Figure 1. Signal metal coverage by tile.
27 x 27 tiles, from dark blue (low) to red (high), scaled to the fullest tile. Values are wire area over tile area, all layers added.
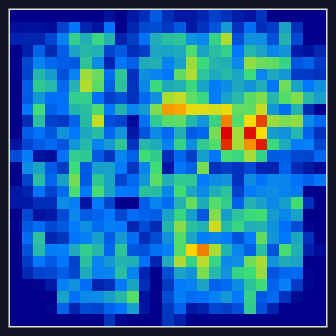
Figure 2. Routed clock nets over the placement.
Bar = 50 um.
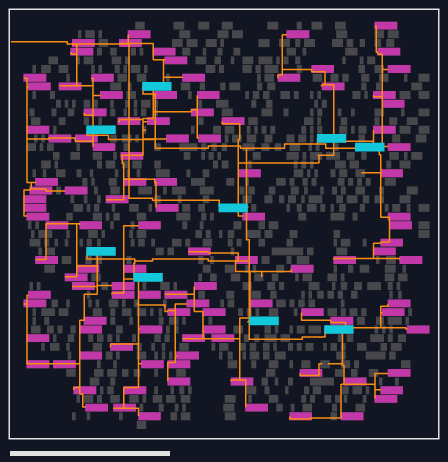
===== src/rtl/time_set_controller.sv =====
// Time-set controller: the mode button walks RUN -> SET_HOUR -> SET_MIN -> COMMIT,
// up/down presses and held-button auto-repeat edit the selected field, and an
// idle edit times out back to RUN without loading the timekeeper.
module time_set_controller #(
  parameter int unsigned REPEAT_DELAY  = 50_000_000,
  parameter int unsigned REPEAT_PERIOD = 10_000_000,
  parameter int unsigned TIMEOUT       = 32'd3_000_000_000,
  parameter int unsigned BLINK_HALF    = 25_000_000,
  localparam int unsigned HOUR_W       = 5,
  localparam int unsigned MIN_W        = 6
) (
  input  logic              clk,
  input  logic              reset,
  input  logic              modePress,
  input  logic              upPress,
  input  logic              downPress,
  input  logic              upHeld,
  input  logic              downHeld,
  input  logic [HOUR_W-1:0] timeHours,
  input  logic [MIN_W-1:0]  timeMinutes,
  output logic              editing,
  output logic              editField,
  output logic              blinkPhase,
  output logic [HOUR_W-1:0] editHours,
  output logic [MIN_W-1:0]  editMinutes,
  output logic              loadEn,
  output logic [HOUR_W-1:0] loadHours,
  output logic [MIN_W-1:0]  loadMinutes
);

  localparam int unsigned HOLD_MAX = (REPEAT_DELAY > REPEAT_PERIOD) ? REPEAT_DELAY : REPEAT_PERIOD;
  localparam int unsigned HOLD_W   = $clog2(HOLD_MAX + 1);
  localparam int unsigned IDLE_W   = (TIMEOUT > 1) ? $clog2(TIMEOUT) : 1;
  localparam int unsigned BLINK_W  = (BLINK_HALF > 1) ? $clog2(BLINK_HALF) : 1;

  localparam logic [HOUR_W-1:0]  MAX_HOUR   = HOUR_W'(23);
  localparam logic [MIN_W-1:0]   MAX_MIN    = MIN_W'(59);
  localparam logic [IDLE_W-1:0]  IDLE_LAST  = IDLE_W'(TIMEOUT - 1);
  localparam logic [BLINK_W-1:0] BLINK_LAST = BLINK_W'(BLINK_HALF - 1);
  localparam logic [HOLD_W-1:0]  HOLD_FIRST = HOLD_W'(REPEAT_DELAY);
  localparam logic [HOLD_W-1:0]  HOLD_NEXT  = HOLD_W'(REPEAT_PERIOD);

  typedef enum logic [1:0] {RUN, SET_HOUR, SET_MIN, COMMIT} stateT;

  stateT               state, stateNext;
  logic [HOLD_W-1:0]   holdCnt, holdCntNext, holdInc;
  logic                repeating, repeatingNext;
  logic [IDLE_W-1:0]   idleCnt, idleCntNext;
  logic [BLINK_W-1:0]  blinkCnt, blinkCntNext;
  logic                blinkNext;
  logic [HOUR_W-1:0]   editHoursNext, loadHoursNext;
  logic [MIN_W-1:0]    editMinutesNext, loadMinutesNext;
  logic                oneHeld, anyInput, autoStep, stepUp, stepDown;

  // Input qualifiers shared by the auto-repeat and timeout logic
  assign oneHeld  = upHeld ^ downHeld;
  assign anyInput = modePress | upPress | downPress | upHeld | downHeld;
  assign holdInc  = holdCnt + HOLD_W'(1);

  // Next-state, edit arithmetic, auto-repeat, timeout and blink decisions
  always_comb begin
    stateNext       = state;
    editHoursNext   = editHours;
    editMinutesNext = editMinutes;
    loadHoursNext   = loadHours;
    loadMinutesNext = loadMinutes;
    holdCntNext     = '0;
    repeatingNext   = 1'b0;
    idleCntNext     = '0;
    blinkCntNext    = '0;
    blinkNext       = 1'b1;
    autoStep        = 1'b0;
    stepUp          = 1'b0;
    stepDown        = 1'b0;

    case (state)
      RUN: begin
        if (modePress) begin
          stateNext       = SET_HOUR;
          editHoursNext   = timeHours;
          editMinutesNext = timeMinutes;
        end
      end

      SET_HOUR, SET_MIN: begin
        // First repeat after REPEAT_DELAY held cycles, then every REPEAT_PERIOD
        if (oneHeld) begin
          repeatingNext = repeating;
          holdCntNext   = holdInc;
          if (holdInc == (repeating ? HOLD_NEXT : HOLD_FIRST)) begin
            autoStep      = 1'b1;
            holdCntNext   = '0;
            repeatingNext = 1'b1;
          end
        end

        // Mode wins over any step; opposing presses cancel each other
        if (!modePress && !(upPress && downPress)) begin
          if (upPress) begin
            stepUp = 1'b1;
          end else if (downPress) begin
            stepDown = 1'b1;
          end else if (autoStep) begin
            stepUp   = upHeld;
            stepDown = downHeld;
          end
        end

        if (state == SET_HOUR) begin
          if (stepUp) begin
            editHoursNext = (editHours == MAX_HOUR) ? HOUR_W'(0) : editHours + HOUR_W'(1);
          end else if (stepDown) begin
            editHoursNext = (editHours == HOUR_W'(0)) ? MAX_HOUR : editHours - HOUR_W'(1);
          end
        end else begin
          if (stepUp) begin
            editMinutesNext = (editMinutes == MAX_MIN) ? MIN_W'(0) : editMinutes + MIN_W'(1);
          end else if (stepDown) begin
            editMinutesNext = (editMinutes == MIN_W'(0)) ? MAX_MIN : editMinutes - MIN_W'(1);
          end
        end

        if (anyInput) begin
          idleCntNext = '0;
        end else if (idleCnt == IDLE_LAST) begin
          stateNext = RUN;
        end else begin
          idleCntNext = idleCnt + IDLE_W'(1);
        end

        if (modePress) begin
          stateNext = (state == SET_HOUR) ? SET_MIN : COMMIT;
        end

        if (blinkCnt == BLINK_LAST) begin
          blinkCntNext = '0;
          blinkNext    = ~blinkPhase;
        end else begin
          blinkCntNext = blinkCnt + BLINK_W'(1);
          blinkNext    = blinkPhase;
        end
      end

      COMMIT: begin
        stateNext = RUN;
      end

      default: begin
        stateNext = RUN;
      end
    endcase

    // Every state change restarts the counters and the blink phase
    if (stateNext != state) begin
      holdCntNext   = '0;
      repeatingNext = 1'b0;
      idleCntNext   = '0;
      blinkCntNext  = '0;
      blinkNext     = 1'b1;
    end

    if (stateNext == COMMIT) begin
      loadHoursNext   = editHoursNext;
      loadMinutesNext = editMinutesNext;
    end
  end

  // State, counters and registered outputs
  always_ff @(posedge clk) begin
    if (reset) begin
      state       <= RUN;
      holdCnt     <= '0;
      repeating   <= 1'b0;
      idleCnt     <= '0;
      blinkCnt    <= '0;
      editing     <= 1'b0;
      editField   <= 1'b0;
      blinkPhase  <= 1'b1;
      editHours   <= '0;
      editMinutes <= '0;
      loadEn      <= 1'b0;
      loadHours   <= '0;
      loadMinutes <= '0;
    end else begin
      state       <= stateNext;
      holdCnt     <= holdCntNext;
      repeating   <= repeatingNext;
      idleCnt     <= idleCntNext;
      blinkCnt    <= blinkCntNext;
      editing     <= (stateNext == SET_HOUR) || (stateNext == SET_MIN);
      editField   <= (stateNext == SET_MIN);
      blinkPhase  <= blinkNext;
      editHours   <= editHoursNext;
      editMinutes <= editMinutesNext;
      loadEn      <= (stateNext == COMMIT);
      loadHours   <= loadHoursNext;
      loadMinutes <= loadMinutesNext;
    end
  end

endmodule


===== config.mk =====
export PLATFORM = sky130hd
export DESIGN_NAME = time_set_controller
export DESIGN_NICKNAME = d
export VERILOG_FILES = /design/src/rtl/time_set_controller.sv
export SDC_FILE = /design/constraint.sdc
export NUM_CORES = 1
export LEC_CHECK = 0
export ABC_CLOCK_PERIOD_IN_PS = 4600
export CELL_PAD_IN_SITES_DETAIL_PLACEMENT = 1
export CELL_PAD_IN_SITES_GLOBAL_PLACEMENT = 2
export CORE_MARGIN = 2
export CORE_UTILIZATION = 36
export DETAILED_ROUTE_END_ITERATION = 12
export PLACE_DENSITY_LB_ADDON = 0.1
export SKIP_CTS_REPAIR_TIMING = 1
export SYNTH_ARGS = -nofsm -noshare
export SYNTH_HDL_FRONTEND = slang
export SYNTH_SLANG_ARGS = --single-unit

===== constraint.sdc =====
create_clock -name clk -period 4.6 [get_ports clk]
set_input_delay 0.92 -clock clk [delete_from_list [all_inputs] [get_ports clk]]
set_output_delay 0.92 -clock clk [all_outputs]
set_load 0.005 [all_outputs]

==> Implementation_results.wiki <==
=== Synthesis and place and route ===
{| class="wikitable"
! Metric !! Value
|-
| Class of the tightest hold or removal check || flip-flop to flip-flop
|-
| Sum of negative setup slack || 0 ns
|-
| Transition at the pin with the smallest max-transition slack || 1.03 ns
|-
| Startpoint of the lowest-slack hold path || idleCnt[0]
|-
| Maximum buffer depth of the clock tree || 2
|-
| VDD IR max || 0.195 mV
|-
| Yosys Instances || 751
|-
| Yosys top cell area share || 36.8%
|-
| Gr ovfl total || 0
|-
| Worst Path Class, Setup || flip-flop to flip-flop
|-
| Antenna diode instance count || 0
|-
| Largest stage delay, worst path || 0.64 ns
|-
| Post-synth area from yosys stat || 0.00609 mm^2
|-
| Signal inverters || 28
|-
| Fraction of area in multi-input gates || 51.3%
|-
| Count of antenna-violating nets left after detailed routing || 0
|-
| Post-DP HPWL || 11.9 mm
|-
| Crit Path Max Fanout || 11
|-
| Setup repair after global routing missed its margin || no
|-
| F_max || 230 MHz
|-
| Floorplan Utilization || 36.7%
|-
| Aggregate global-route resource usage || 18.9%
|-
| Cell type with the highest aggregate area in the netlist || dfxtp_1
|-
| Power Density || 297 mW/mm^2
|-
| Count of filler cells inserted in the layout || 2,008
|-
| Total nets after synthesis || 784
|-
| Fraction of area in clock buffers and inverters || 3.96%
|-
| Layout multi-input combinational cell count || 572
|-
| DR WL/cell || 16.5 um
|-
| Crit path buf inv count || 0
|-
| CTS Sinks || 112
|-
| Worst-path cell with the longest stage delay || or4_1
|-
| Hold Vio Cnt, Final || 0
|-
| Relative max-transition margin || 30.9%
|-
| Synthesized cell area || 0.00609 mm^2
|-
| Pwr Total || 2.07 mW
|-
| Critical Path Sink Type || flip-flop
|-
| Register-to-Register Path Depth || 11
|-
| Max-slew violation count || 0
|-
| RR Startpoint || holdCnt[0]
|-
| Mean area per synthesized cell || 8.11 um^2
|-
| Layout net count || 807
|-
| Num sequential || 112
|-
| Reg area || 0.00224 mm^2
|-
| Vias in the first global route || 5,539
|-
| Die span in x || 134 um
|-
| First-pass iteration count of the detailed router || 4
|-
| Last element of the critical path || loadHours[4]
|-
| Max Cap Viol || 0
|-
| Outcome || finished, final reports clean
|-
| Syn-to-layout area delta || 14.2%
|-
| Flop share of the area || 32.2%
|-
| Setup violations, final || 0
|-
| CTS tree || done
|-
| Total number of warnings across the stage logs || 34
|-
| Critical register-to-register path endpoint || loadHours[4]
|-
| Number of antenna violations at the first check in global routing || 0
|-
| I/O pins || 44
|-
| Area-dominant class || combinational gates
|-
| Reg2reg setup slack || 0.25 ns
|-
| Number of placed instances with taps included || 981
|-
| H-tree Lvls || 3
|-
| Critical Path Start Type || flip-flop
|-
| Ys Warns || 0
|-
| Final core area utilization || 41.9%
|-
| Chip footprint || 0.0180 mm^2
|-
| Crit-path leading delay family || AND-OR/OR-AND gates
|-
| Fraction of area in non-clock buffers || 7.05%
|-
| Worst setup path startpoint || holdCnt[0]
|-
| Worst hold path depth || 1
|-
| Filler-free cell count of the finished design || 999
|-
| Last weighted congestion value of the routability-driven placer || 0.827
|-
| Number of DRC markers after the initial detailed-route iteration || 341
|-
| TritonCTS Buffers || 9
|-
| Fraction of registers with async set or reset after synthesis || 0%
|-
| Portion of the post-synthesis area used by sequential elements || 36.8%
|-
| Fraction of final layout cells sized beyond drive strength 1 || 6.03%
|-
| Number of non-clock buffers in the layout || 51
|-
| Cell count after synthesis || 751
|-
| DRC violation count after routing || 0
|-
| CLK BUF || 11
|-
| Taps Inserted || 220
|-
| Cell depth of the worst setup path || 11
|-
| Post-detailed-routing wire length || 16.5 mm
|-
| Maximum number of pins on one net before global-route repair || 33
|-
| Final worst path period share || 94.5%
|-
| Clk slew on worst S/H paths || 0.07 ns
|-
| Most frequent logic cell in the layout || nor2_1
|-
| Area of the placeable core || 0.0166 mm^2
|-
| Global-route wire length before repair || 27.6 mm
|-
| Number of vias in the routed layout || 5,338
|}
Notes on Figure 1 above:
densest ninth of the die = middle right
tiles over half the peak = 12%
mean over tiles = 0.14
emptiest ninth of the die = lower left
fullest tile = 0.54

Notes on Figure 2 above:
clock wires -> orange  # length 1,550 um
cells driving clock nets -> cyan  # count 9
flip-flops -> magenta  # count 112
routed clock nets = 10
flops lie = all over the die
skew final: 0.00734 ns
share of total power in the clock network: 36.5%
clock latency of the later-clocked register in the worst-skew pair: 0.36 ns
power drawn by the clock network: 0.755 mW

## metrics by stage
stage / setup slack (ns) / hold WS, ns / area (um^2)
3_3_place_gp: 0.402 / 0.430 / 6670
4_1_cts: 0.226 / 0.454 / 6940
2_1_floorplan: 0.607 / 0.418 / 6090
5_1_grt: 0.000445 / 0.484 / 6960
3_5_place_dp: 0.266 / 0.439 / 6670
6_report: 0.253 / 0.449 / 6960
## per-layer routing
layer,global-route usage (%),vias up,part of all wire (%)
met3,3.93,18,3.2
met4,4.56,0,1.5
li1,-,2665,-
met5,0,-,0
met1,24.4,2582,47
met2,32.6,73,48
## cells in the mapped netlist, types with 10 or more instances
library cell  number
inv_1             27
o21ai_0           21
nand3_1           49
xor2_1            36
buf_2             10
nor2_1           121
xnor2_1           43
nor2b_1           12
ha_1              15
nor3_1            23
nand2_1           55
clkbuf_1          25
nand4_1           17
and3_1            14
a21oi_1           25
dfxtp_1          112
nand2b_1          11
## power breakdown
part           switching [mW]  internal, mW
Clock                   0.380         0.375
Combinational           0.157         0.127
Sequential             0.0362         0.991
Total                   0.573          1.49
## registers in the layout, summed over array words and instances (netlist names)
signal / cells
editHours: 5
loadHours: 5
loadEn: 1
editField: 1
blinkPhase: 1
editing: 1
loadMinutes: 6
editMinutes: 6
state: 2
blinkCnt: 25
repeating: 1
idleCnt: 32
holdCnt: 26
## kinds of logic (layout without fill, tap and decap cells)
kind of cell	after synthesis	in the layout	share of synthesized area, %
xor+xnor	79	79	11.4
compound gates	116	116	13.7
buf+inv	67	95	4.64
mux	4	4	0.698
simple gates	358	358	29.7
flops	112	112	36.8
fa+ha+maj	15	15	3.08
Power is estimated from default activity; no workload was simulated.
